Fig. 1: run 1, M1 wires
Scale bar: 100 um.
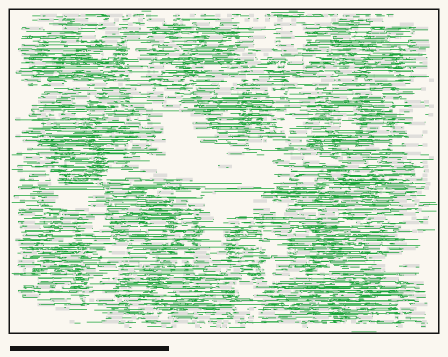
Fig. 2: run 1, signal wires on met2
Scale bar: 100 um.
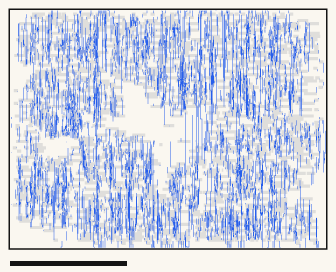
Fig. 3: run 1, the metal 3 layer
Scale bar: 100 um.
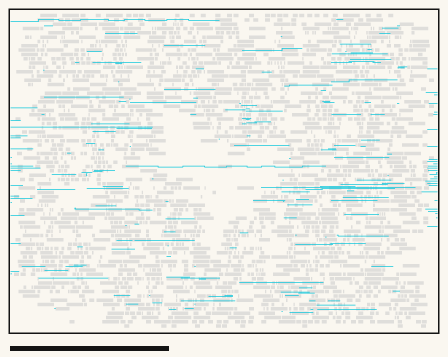
===== src/rtl/noise_rnd_bank_if.sv =====
// rtl/noise_rnd_bank_if.sv - control and sample bundle for the noise_rnd_bank LFSR bank
// Purpose: groups start/stop control, the valid flag and the twelve 12-bit samples.
// Signals:
//   GEN_START, GEN_STOP            master -> bank  run control
//   RND_VALID, RND1..RND12         bank -> master  registered samples and valid flag
//   SEED_WR, SEED_SEL, SEED_DATA   master -> bank  seed load, only with NOISE_RND_SEED_LOAD_EN
interface noise_rnd_bank_if;
    logic        GEN_START;
    logic        GEN_STOP;
    logic        RND_VALID;
    logic [11:0] RND1, RND2, RND3, RND4, RND5, RND6;
    logic [11:0] RND7, RND8, RND9, RND10, RND11, RND12;
`ifdef NOISE_RND_SEED_LOAD_EN
    logic        SEED_WR;
    logic [3:0]  SEED_SEL;
    logic [31:0] SEED_DATA;

    modport slave (
        input  GEN_START, GEN_STOP, SEED_WR, SEED_SEL, SEED_DATA,
        output RND_VALID, RND1, RND2, RND3, RND4, RND5, RND6,
               RND7, RND8, RND9, RND10, RND11, RND12
    );
    modport master (
        output GEN_START, GEN_STOP, SEED_WR, SEED_SEL, SEED_DATA,
        input  RND_VALID, RND1, RND2, RND3, RND4, RND5, RND6,
               RND7, RND8, RND9, RND10, RND11, RND12
    );
`else
    modport slave (
        input  GEN_START, GEN_STOP,
        output RND_VALID, RND1, RND2, RND3, RND4, RND5, RND6,
               RND7, RND8, RND9, RND10, RND11, RND12
    );
    modport master (
        output GEN_START, GEN_STOP,
        input  RND_VALID, RND1, RND2, RND3, RND4, RND5, RND6,
               RND7, RND8, RND9, RND10, RND11, RND12
    );
`endif
endinterface


===== src/rtl/noise_rnd_bank.sv =====
// rtl/noise_rnd_bank.sv - bank of twelve 32-bit Galois LFSRs producing 12-bit uniform samples
// Purpose: each active clock every lane advances 12 Galois steps; the low 12 bits of the new
//          state are registered as that lane's sample. IDLE/WARMUP/RUN control with a
//          warm-up of _WARMUP cycles after every start; RND_VALID is high only in RUN.
// Ports:
//   CLK    in   clock, posedge
//   RESET  in   synchronous active-high reset: IDLE, outputs zero, lanes reseeded
//   bus    slave modport of noise_rnd_bank_if (GEN_START/GEN_STOP in, RND_VALID/RND1..12 out)
// Option macro: NOISE_RND_SEED_LOAD_EN adds per-lane seed loading in IDLE via
//   SEED_WR/SEED_SEL/SEED_DATA on the interface.
module noise_rnd_bank #(
    parameter logic [31:0] _SEED_BASE = 32'hACE1_2468,
    parameter logic [31:0] _POLY      = 32'h8020_0003,
    parameter logic [7:0]  _WARMUP    = 8'd16
) (
    input  logic             CLK,
    input  logic             RESET,
    noise_rnd_bank_if.slave  bus
);

    typedef enum logic [1:0] {S_IDLE, S_WARMUP, S_RUN} state_t;

    // Lane numbers are 1-based to match the seed derivation.
    function automatic logic [31:0] param_seed(input int lane);
        logic [31:0] s;
        s = _SEED_BASE ^ (32'(lane) * 32'h9E37_79B9);
        return (s == 32'd0) ? 32'h1 : s;
    endfunction

    function automatic logic [31:0] step12(input logic [31:0] s_in);
        logic [31:0] s;
        s = s_in;
        for (int k = 0; k < 12; k++) begin
            s = s[0] ? ((s >> 1) ^ _POLY) : (s >> 1);
        end
        return s;
    endfunction

    state_t      r_fsm;
    logic [7:0]  r_cnt;
    logic        r_valid;
    logic [31:0] r_state [12];
    logic [11:0] r_rnd   [12];
    logic [31:0] w_seed  [12];
    logic [31:0] w_step  [12];
    logic [31:0] w_next  [12];

`ifdef NOISE_RND_SEED_LOAD_EN
    logic [31:0] r_seed [12];
    logic        w_seed_wr_ok;
    logic [3:0]  w_seed_idx;
    logic [31:0] w_seed_val;

    assign w_seed_wr_ok = bus.SEED_WR && (bus.SEED_SEL >= 4'd1) && (bus.SEED_SEL <= 4'd12);
    assign w_seed_idx   = bus.SEED_SEL - 4'd1;
    assign w_seed_val   = (bus.SEED_DATA == 32'd0) ? 32'h1 : bus.SEED_DATA;

    always_comb begin
        for (int i = 0; i < 12; i++) w_seed[i] = r_seed[i];
    end
`else
    always_comb begin
        for (int i = 0; i < 12; i++) w_seed[i] = param_seed(i + 1);
    end
`endif

    // An all-zero state would lock the lane forever; fall back to the lane seed.
    always_comb begin
        for (int i = 0; i < 12; i++) begin
            w_step[i] = step12(r_state[i]);
            w_next[i] = (w_step[i] == 32'd0) ? w_seed[i] : w_step[i];
        end
    end

    always_ff @(posedge CLK) begin
        if (RESET) begin
            r_fsm   <= S_IDLE;
            r_cnt   <= 8'd0;
            r_valid <= 1'b0;
            for (int i = 0; i < 12; i++) begin
                r_state[i] <= param_seed(i + 1);
                r_rnd[i]   <= 12'd0;
`ifdef NOISE_RND_SEED_LOAD_EN
                r_seed[i]  <= param_seed(i + 1);
`endif
            end
        end else begin
            case (r_fsm)
                S_IDLE: begin
                    r_valid <= 1'b0;
                    if (bus.GEN_START && !bus.GEN_STOP) begin
                        r_fsm <= S_WARMUP;
                        r_cnt <= _WARMUP - 8'd1;
                    end
`ifdef NOISE_RND_SEED_LOAD_EN
                    if (w_seed_wr_ok) begin
                        r_state[w_seed_idx] <= w_seed_val;
                        r_seed[w_seed_idx]  <= w_seed_val;
                    end
`endif
                end
                S_WARMUP, S_RUN: begin
                    if (bus.GEN_STOP) begin
                        // Stop takes effect on this edge: no advance, samples hold.
                        r_fsm   <= S_IDLE;
                        r_valid <= 1'b0;
                    end else begin
                        for (int i = 0; i < 12; i++) begin
                            r_state[i] <= w_next[i];
                            r_rnd[i]   <= w_next[i][11:0];
                        end
                        if (r_fsm == S_RUN) begin
                            r_valid <= 1'b1;
                        end else if (r_cnt == 8'd0) begin
                            // Valid rises with the first sample set produced after warm-up.
                            r_fsm   <= S_RUN;
                            r_valid <= 1'b1;
                        end else begin
                            r_cnt <= r_cnt - 8'd1;
                        end
                    end
                end
                default: begin
                    r_fsm   <= S_IDLE;
                    r_valid <= 1'b0;
                end
            endcase
        end
    end

    assign bus.RND_VALID = r_valid;
    assign bus.RND1  = r_rnd[0];
    assign bus.RND2  = r_rnd[1];
    assign bus.RND3  = r_rnd[2];
    assign bus.RND4  = r_rnd[3];
    assign bus.RND5  = r_rnd[4];
    assign bus.RND6  = r_rnd[5];
    assign bus.RND7  = r_rnd[6];
    assign bus.RND8  = r_rnd[7];
    assign bus.RND9  = r_rnd[8];
    assign bus.RND10 = r_rnd[9];
    assign bus.RND11 = r_rnd[10];
    assign bus.RND12 = r_rnd[11];

endmodule


===== src/flat_wrapper.sv =====
// flat-port wrapper written by rule: the top's interface ports become plain ports
module noise_rnd_bank_flat 
#(
    parameter logic [31:0] _SEED_BASE = 32'hACE1_2468,
    parameter logic [31:0] _POLY      = 32'h8020_0003,
    parameter logic [7:0]  _WARMUP    = 8'd16
)
  (CLK, RESET, bus_GEN_START, bus_GEN_STOP, bus_RND_VALID, bus_RND1, bus_RND2, bus_RND3, bus_RND4, bus_RND5, bus_RND6, bus_RND7, bus_RND8, bus_RND9, bus_RND10, bus_RND11, bus_RND12);
  noise_rnd_bank_if bus_i ();
  input  logic CLK;
  input  logic RESET;
  input wire logic [$bits(bus_i.GEN_START)-1:0] bus_GEN_START;
  input wire logic [$bits(bus_i.GEN_STOP)-1:0] bus_GEN_STOP;
  output wire logic [$bits(bus_i.RND_VALID)-1:0] bus_RND_VALID;
  output wire logic [$bits(bus_i.RND1)-1:0] bus_RND1;
  output wire logic [$bits(bus_i.RND2)-1:0] bus_RND2;
  output wire logic [$bits(bus_i.RND3)-1:0] bus_RND3;
  output wire logic [$bits(bus_i.RND4)-1:0] bus_RND4;
  output wire logic [$bits(bus_i.RND5)-1:0] bus_RND5;
  output wire logic [$bits(bus_i.RND6)-1:0] bus_RND6;
  output wire logic [$bits(bus_i.RND7)-1:0] bus_RND7;
  output wire logic [$bits(bus_i.RND8)-1:0] bus_RND8;
  output wire logic [$bits(bus_i.RND9)-1:0] bus_RND9;
  output wire logic [$bits(bus_i.RND10)-1:0] bus_RND10;
  output wire logic [$bits(bus_i.RND11)-1:0] bus_RND11;
  output wire logic [$bits(bus_i.RND12)-1:0] bus_RND12;
  assign bus_i.GEN_START = bus_GEN_START;
  assign bus_i.GEN_STOP = bus_GEN_STOP;
  assign bus_RND_VALID = bus_i.RND_VALID;
  assign bus_RND1 = bus_i.RND1;
  assign bus_RND2 = bus_i.RND2;
  assign bus_RND3 = bus_i.RND3;
  assign bus_RND4 = bus_i.RND4;
  assign bus_RND5 = bus_i.RND5;
  assign bus_RND6 = bus_i.RND6;
  assign bus_RND7 = bus_i.RND7;
  assign bus_RND8 = bus_i.RND8;
  assign bus_RND9 = bus_i.RND9;
  assign bus_RND10 = bus_i.RND10;
  assign bus_RND11 = bus_i.RND11;
  assign bus_RND12 = bus_i.RND12;
  noise_rnd_bank #(._SEED_BASE(_SEED_BASE), ._POLY(_POLY), ._WARMUP(_WARMUP)) u_core (.CLK(CLK), .RESET(RESET), .bus(bus_i));
endmodule

===== config.mk =====
export PLATFORM = sky130hd
export DESIGN_NAME = noise_rnd_bank_flat
export DESIGN_NICKNAME = d
export VERILOG_FILES = /design/src/rtl/noise_rnd_bank_if.sv /design/src/rtl/noise_rnd_bank.sv /design/src/flat_wrapper.sv
export SDC_FILE = /design/constraint.sdc
export NUM_CORES = 1
export LEC_CHECK = 0
export ABC_AREA = 0
export CORE_ASPECT_RATIO = 0.75
export CORE_MARGIN = 2
export CORE_UTILIZATION = 46
export CTS_CLUSTER_SIZE = 12
export DETAILED_ROUTE_END_ITERATION = 10
export HOLD_SLACK_MARGIN = 0.02
export SYNTH_ARGS = -nofsm -noshare
export SYNTH_HDL_FRONTEND = slang
export SYNTH_SLANG_ARGS = --single-unit

===== constraint.sdc =====
create_clock -name CLK -period 46 [get_ports CLK]
set_input_delay 9.2 -clock CLK [delete_from_list [all_inputs] [get_ports CLK]]
set_output_delay 9.2 -clock CLK [all_outputs]
set_load 0.02 [all_outputs]

==> results.sh, run 1 <==
# yosys + openroad results
export IMPL_ctsResizeCount=0
export IMPL_grt_usage_pct=19.1
export IMPL_ioPinCount=149
export IMPL_setup_viol=0
export IMPL_fp_utilization_pct=46.3
export IMPL_grt_overflow=0
export IMPL_synth_cell_area_sq_um=24400
export IMPL_layout_cells_non_filler=2807
export IMPL_clk_latency_ns=0.58
export IMPL_path_max_fanout=199
export IMPL_io_buffers=148
export IMPL_drive_gt1_share_pct=5.30
export IMPL_gp_congestion=0.840
export IMPL_worst_setup_path_start_kind="primary input"
export IMPL_finalHoldViolations=0
export IMPL_antenna_cells=0
export IMPL_status="complete, no violations"
export IMPL_cp_required_ns=46.19
-- Fig. 1 (at the start) --
nets with wire on the layer: 2,002
longest straight run: 70.4 um
share of all routed wire: 50%
main direction: horizontal
wire length on this layer: 26.6 mm

-- Fig. 2 (at the start) --
longest straight run: 107 um
main direction: vertical
wire length on this layer: 22.7 mm
nets with wire on the layer: 1,792

-- Fig. 3 (at the start) --
nets with wire on the layer: 143
longest straight run: 97.1 um
main direction: horizontal
share of all routed wire: 5.0%
via count: 14,700
M3 GR Usage: 2.98%
DRT Wirelength: 52,800 um

==> run 1: logic make-up after synthesis <==
logic type      Yosys count  share of synthesized area [%]
xor+xnor                454                           18.2
mux                      16                          0.661
buf+inv                 191                           4.30
simple gates            748                           15.9
fa+ha+maj                24                           1.23
compound gates          114                           3.07
flops                   464                           56.7
==> run 1: Yosys cell counts, types with 3 or more instances <==
cell type,number
o21ai_0,25
o211ai_1,9
nand3_1,22
nand2b_1,33
inv_1,25
nand4_1,21
nor2_1,184
and2_1,102
xor2_2,3
xnor2_2,6
mux2i_1,15
nand2_1,155
or3b_2,4
nand3b_1,8
nor3b_1,3
or4_1,8
a21o_1,6
o21a_1,9
a211oi_1,12
xnor3_1,27
or3_1,59
xnor2_1,267
a31oi_1,9
and3_1,8
dfxtp_1,11
and4b_1,3
buf_4,77
o31ai_1,3
nor2b_1,23
xor2_1,149
nor3_1,36
ha_1,24
clkbuf_1,67
nor4_1,51
buf_6,3
a21oi_1,25
edfxtp_1,453
or2_2,8
nor4b_1,9
buf_2,17
==> run 1: layout make-up <==
cell class	instances	area, sq um	area share [%]
well taps	712	891	3.24
clock buffers	70	1360	4.94
inverters	25	93.8	0.341
flip-flops and latches	464	13800	50.3
repair buffers	164	1610	5.85
multi-input cells	1356	9560	34.8
clock inverters	16	154	0.560
==> run 1: metal layers <==
layer | vias up | track usage (%) | part of all wire (%) | wire [um]
li1 | 7073 | - | - | -
met1 | 7244 | 29.4 | 50 | 26600
met2 | 335 | 28.2 | 43 | 22700
met3 | 71 | 2.98 | 5.0 | 2640
met4 | 0 | 4.64 | 1.7 | 885
met5 | - | 0 | 0 | 0
==> run 1: state kept, by name, indices dropped and copies added, names as in the netlist <==
signal / cells
u_core.bus.RND_VALID: 1
u_core.r_state: 312
u_core.r_fsm: 2
u_core.r_cnt: 8
u_core.r_rnd: 141
==> run 1: worst paths after layout <==
kind	start	slack, ns	cells past startpoint	endpoint
worst max-delay path	bus_GEN_STOP	33.72	5	u_core.r_state[9][24]
worst min-delay path	u_core.r_fsm[0]	0.51	2	u_core.r_fsm[0]
worst min register to register	u_core.r_fsm[0]	0.51	2	u_core.r_fsm[0]
worst max register to register	u_core.r_state[10][0]	38.94	18	u_core.r_state[10][25]
==> run 1: worst reg2reg max path: cells and delay by family (launching register included) <==
kind	cells	cell delay [ns]
xor gates and xnor gates	9	2.78
AOI/OAI and AO/OA	2	1.29
adders and majority gates	3	1.19
and+or+nand+nor	3	0.88
DFF	1	0.57
buffers and inverters	1	0.09
==> run 1: through the flow <==
step	hold slack (ns)	util (%)
2_1_floorplan	0.458	-
6_report	0.505	52.2
3_5_place_dp	0.501	49.3
3_3_place_gp	0.481	49.3
5_1_grt	0.542	52.2
4_1_cts	0.516	52.2
Fig. 4: run 1, track usage over the die
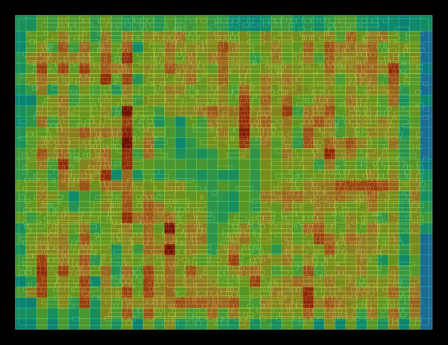

--- run 2 (diff from run 1) ---
--- a/config.mk
+++ b/config.mk
@@ -12,6 +12,7 @@
 export CTS_CLUSTER_SIZE = 12
 export DETAILED_ROUTE_END_ITERATION = 10
 export HOLD_SLACK_MARGIN = 0.02
+export PLACE_DENSITY = 0.67
 export SYNTH_ARGS = -nofsm -noshare
 export SYNTH_HDL_FRONTEND = slang
 export SYNTH_SLANG_ARGS = --single-unit
==> constraint.sdc (replaced) <==
create_clock -name CLK -period 9.9 [get_ports CLK]
set_input_delay 1.98 -clock CLK [delete_from_list [all_inputs] [get_ports CLK]]
set_output_delay 1.98 -clock CLK [all_outputs]
set_load 0.02 [all_outputs]
Fig. 5: run 2, track usage over the die
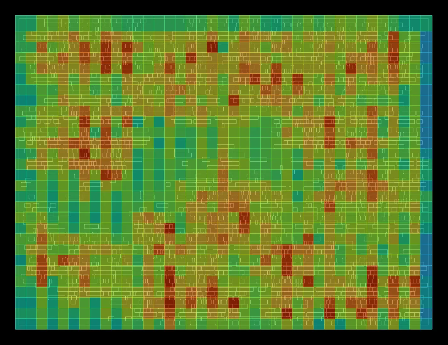
fin util: 52.1%
GRT met2 Usage: 28.0%
WL/cell: 18.7 um
grt peak-use layer: met1

==> results.sh, run 2 <==
# yosys + openroad results
export IMPL_status="complete, no violations"
export IMPL_fin_skew_ns=0.0138
export IMPL_largest_area_cell="edfxtp_1"
export IMPL_synth_nets=2039
export IMPL_grt_max_degree=157
export IMPL_largest_register="u_core.r_state"
export IMPL_setup_viol=0
export IMPL_avgSynthCellArea_sq_um=12.1
export IMPL_most_common_cell="edfxtp_1"
export IMPL_largest_register_ffs=312
export IMPL_ioPinCount=149
export IMPL_io_buffers=148
export IMPL_ant_nets=0
export IMPL_worst_setup_path_start_kind="flop"
export IMPL_htreeDepth=2
export IMPL_yosys_stat_cells=2011
export IMPL_fp_utilization_pct=46.3
export IMPL_netlist_top_cells_count="453 x edfxtp_1, 267 x xnor2_1, 184 x nor2_1"
export IMPL_drc=0
export IMPL_worst_hold_slack_ns=0.495
export IMPL_wl_um=52500
export IMPL_path_max_fanout=17
export IMPL_die_y_um=203
export IMPL_clk_latency_ns=0.60
export IMPL_grt_usage_pct=19.0
export IMPL_synth_cell_area_sq_um=24400
export IMPL_route_vias_total=14900
export IMPL_largestRegisters="u_core.r_state x312, u_core.r_rnd x141, u_core.r_cnt x8"
export IMPL_gp_congestion=0.882
export IMPL_finalHoldViolations=0
export IMPL_antenna_cells=0
export IMPL_cp_required_ns=10.18
Fig. 6: run 2, M1 wires
Scale bar: 100 um.
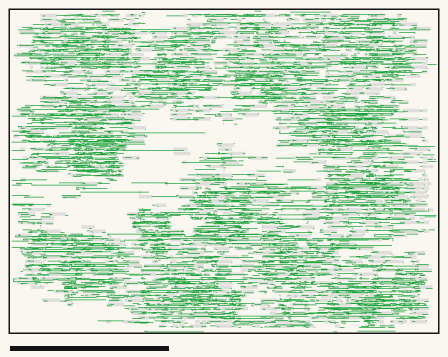
nets with wire on the layer: 2,005
longest straight run: 52.9 um
share of all routed wire: 49%
main direction: horizontal
wire length on this layer: 25.5 mm

run 2: cell counts after synthesis:
No cell type changed its count.
run 2: worst paths after layout:
path / slack [ns] / start / endpoint / depth (start not counted)
worst min register to register: 0.49 / u_core.r_fsm[0] / u_core.r_fsm[0] / 2
worst max-delay path: 2.26 / u_core.r_rnd[0][37] / u_core.r_state[3][24] / 16
worst min-delay path: 0.49 / u_core.r_fsm[0] / u_core.r_fsm[0] / 2
worst max register to register: 2.26 / u_core.r_rnd[0][37] / u_core.r_state[3][24] / 16
run 2: cell families (layout without fill, tap and decap cells):
kind of cell / after synthesis / after routing / share of synthesized area (%)
AND-OR/OR-AND: 114 / 114 / 3.07
XOR/XNOR: 454 / 454 / 18.2
adder cells (fa/ha/maj): 24 / 24 / 1.23
buffers and inverters: 191 / 278 / 4.30
flip-flops: 464 / 464 / 56.7
multiplexers: 16 / 16 / 0.661
AND/OR/NAND/NOR: 748 / 748 / 15.9
run 2: per-layer routing:
layer,wire (um),GRT usage (%),up-vias
met4,1010,4.56,0
met3,2980,3.99,81
met5,0,0,-
met1,25500,28.8,7371
met2,23100,28.0,393
li1,-,-,7096
run 2: cell type report:
type,instances,area [sq um]
fill,4532,25300
sequential,464,13800
multi-input combinational,1356,9560
timing repair buffer,166,1620
clock buffer,61,1310
tap,712,891
clock inverter,26,146
inverter,25,93.8
run 2: through the flow:
stage,utilization (%),cells
after floorplan,-,2011
after global placement,49.3,2723
after detailed placement,49.3,2723
after CTS,52.1,2810
after global routing,52.1,2810
final,52.1,2810
run 2: critical path, delay by kind of cell (launching register included):
family	cells	cell delay, ns
DFF	1	0.50
buffers and inverters	1	0.47
and+or+nand+nor	5	1.53
xor gates and xnor gates	7	3.05
adders and majority gates	3	1.77
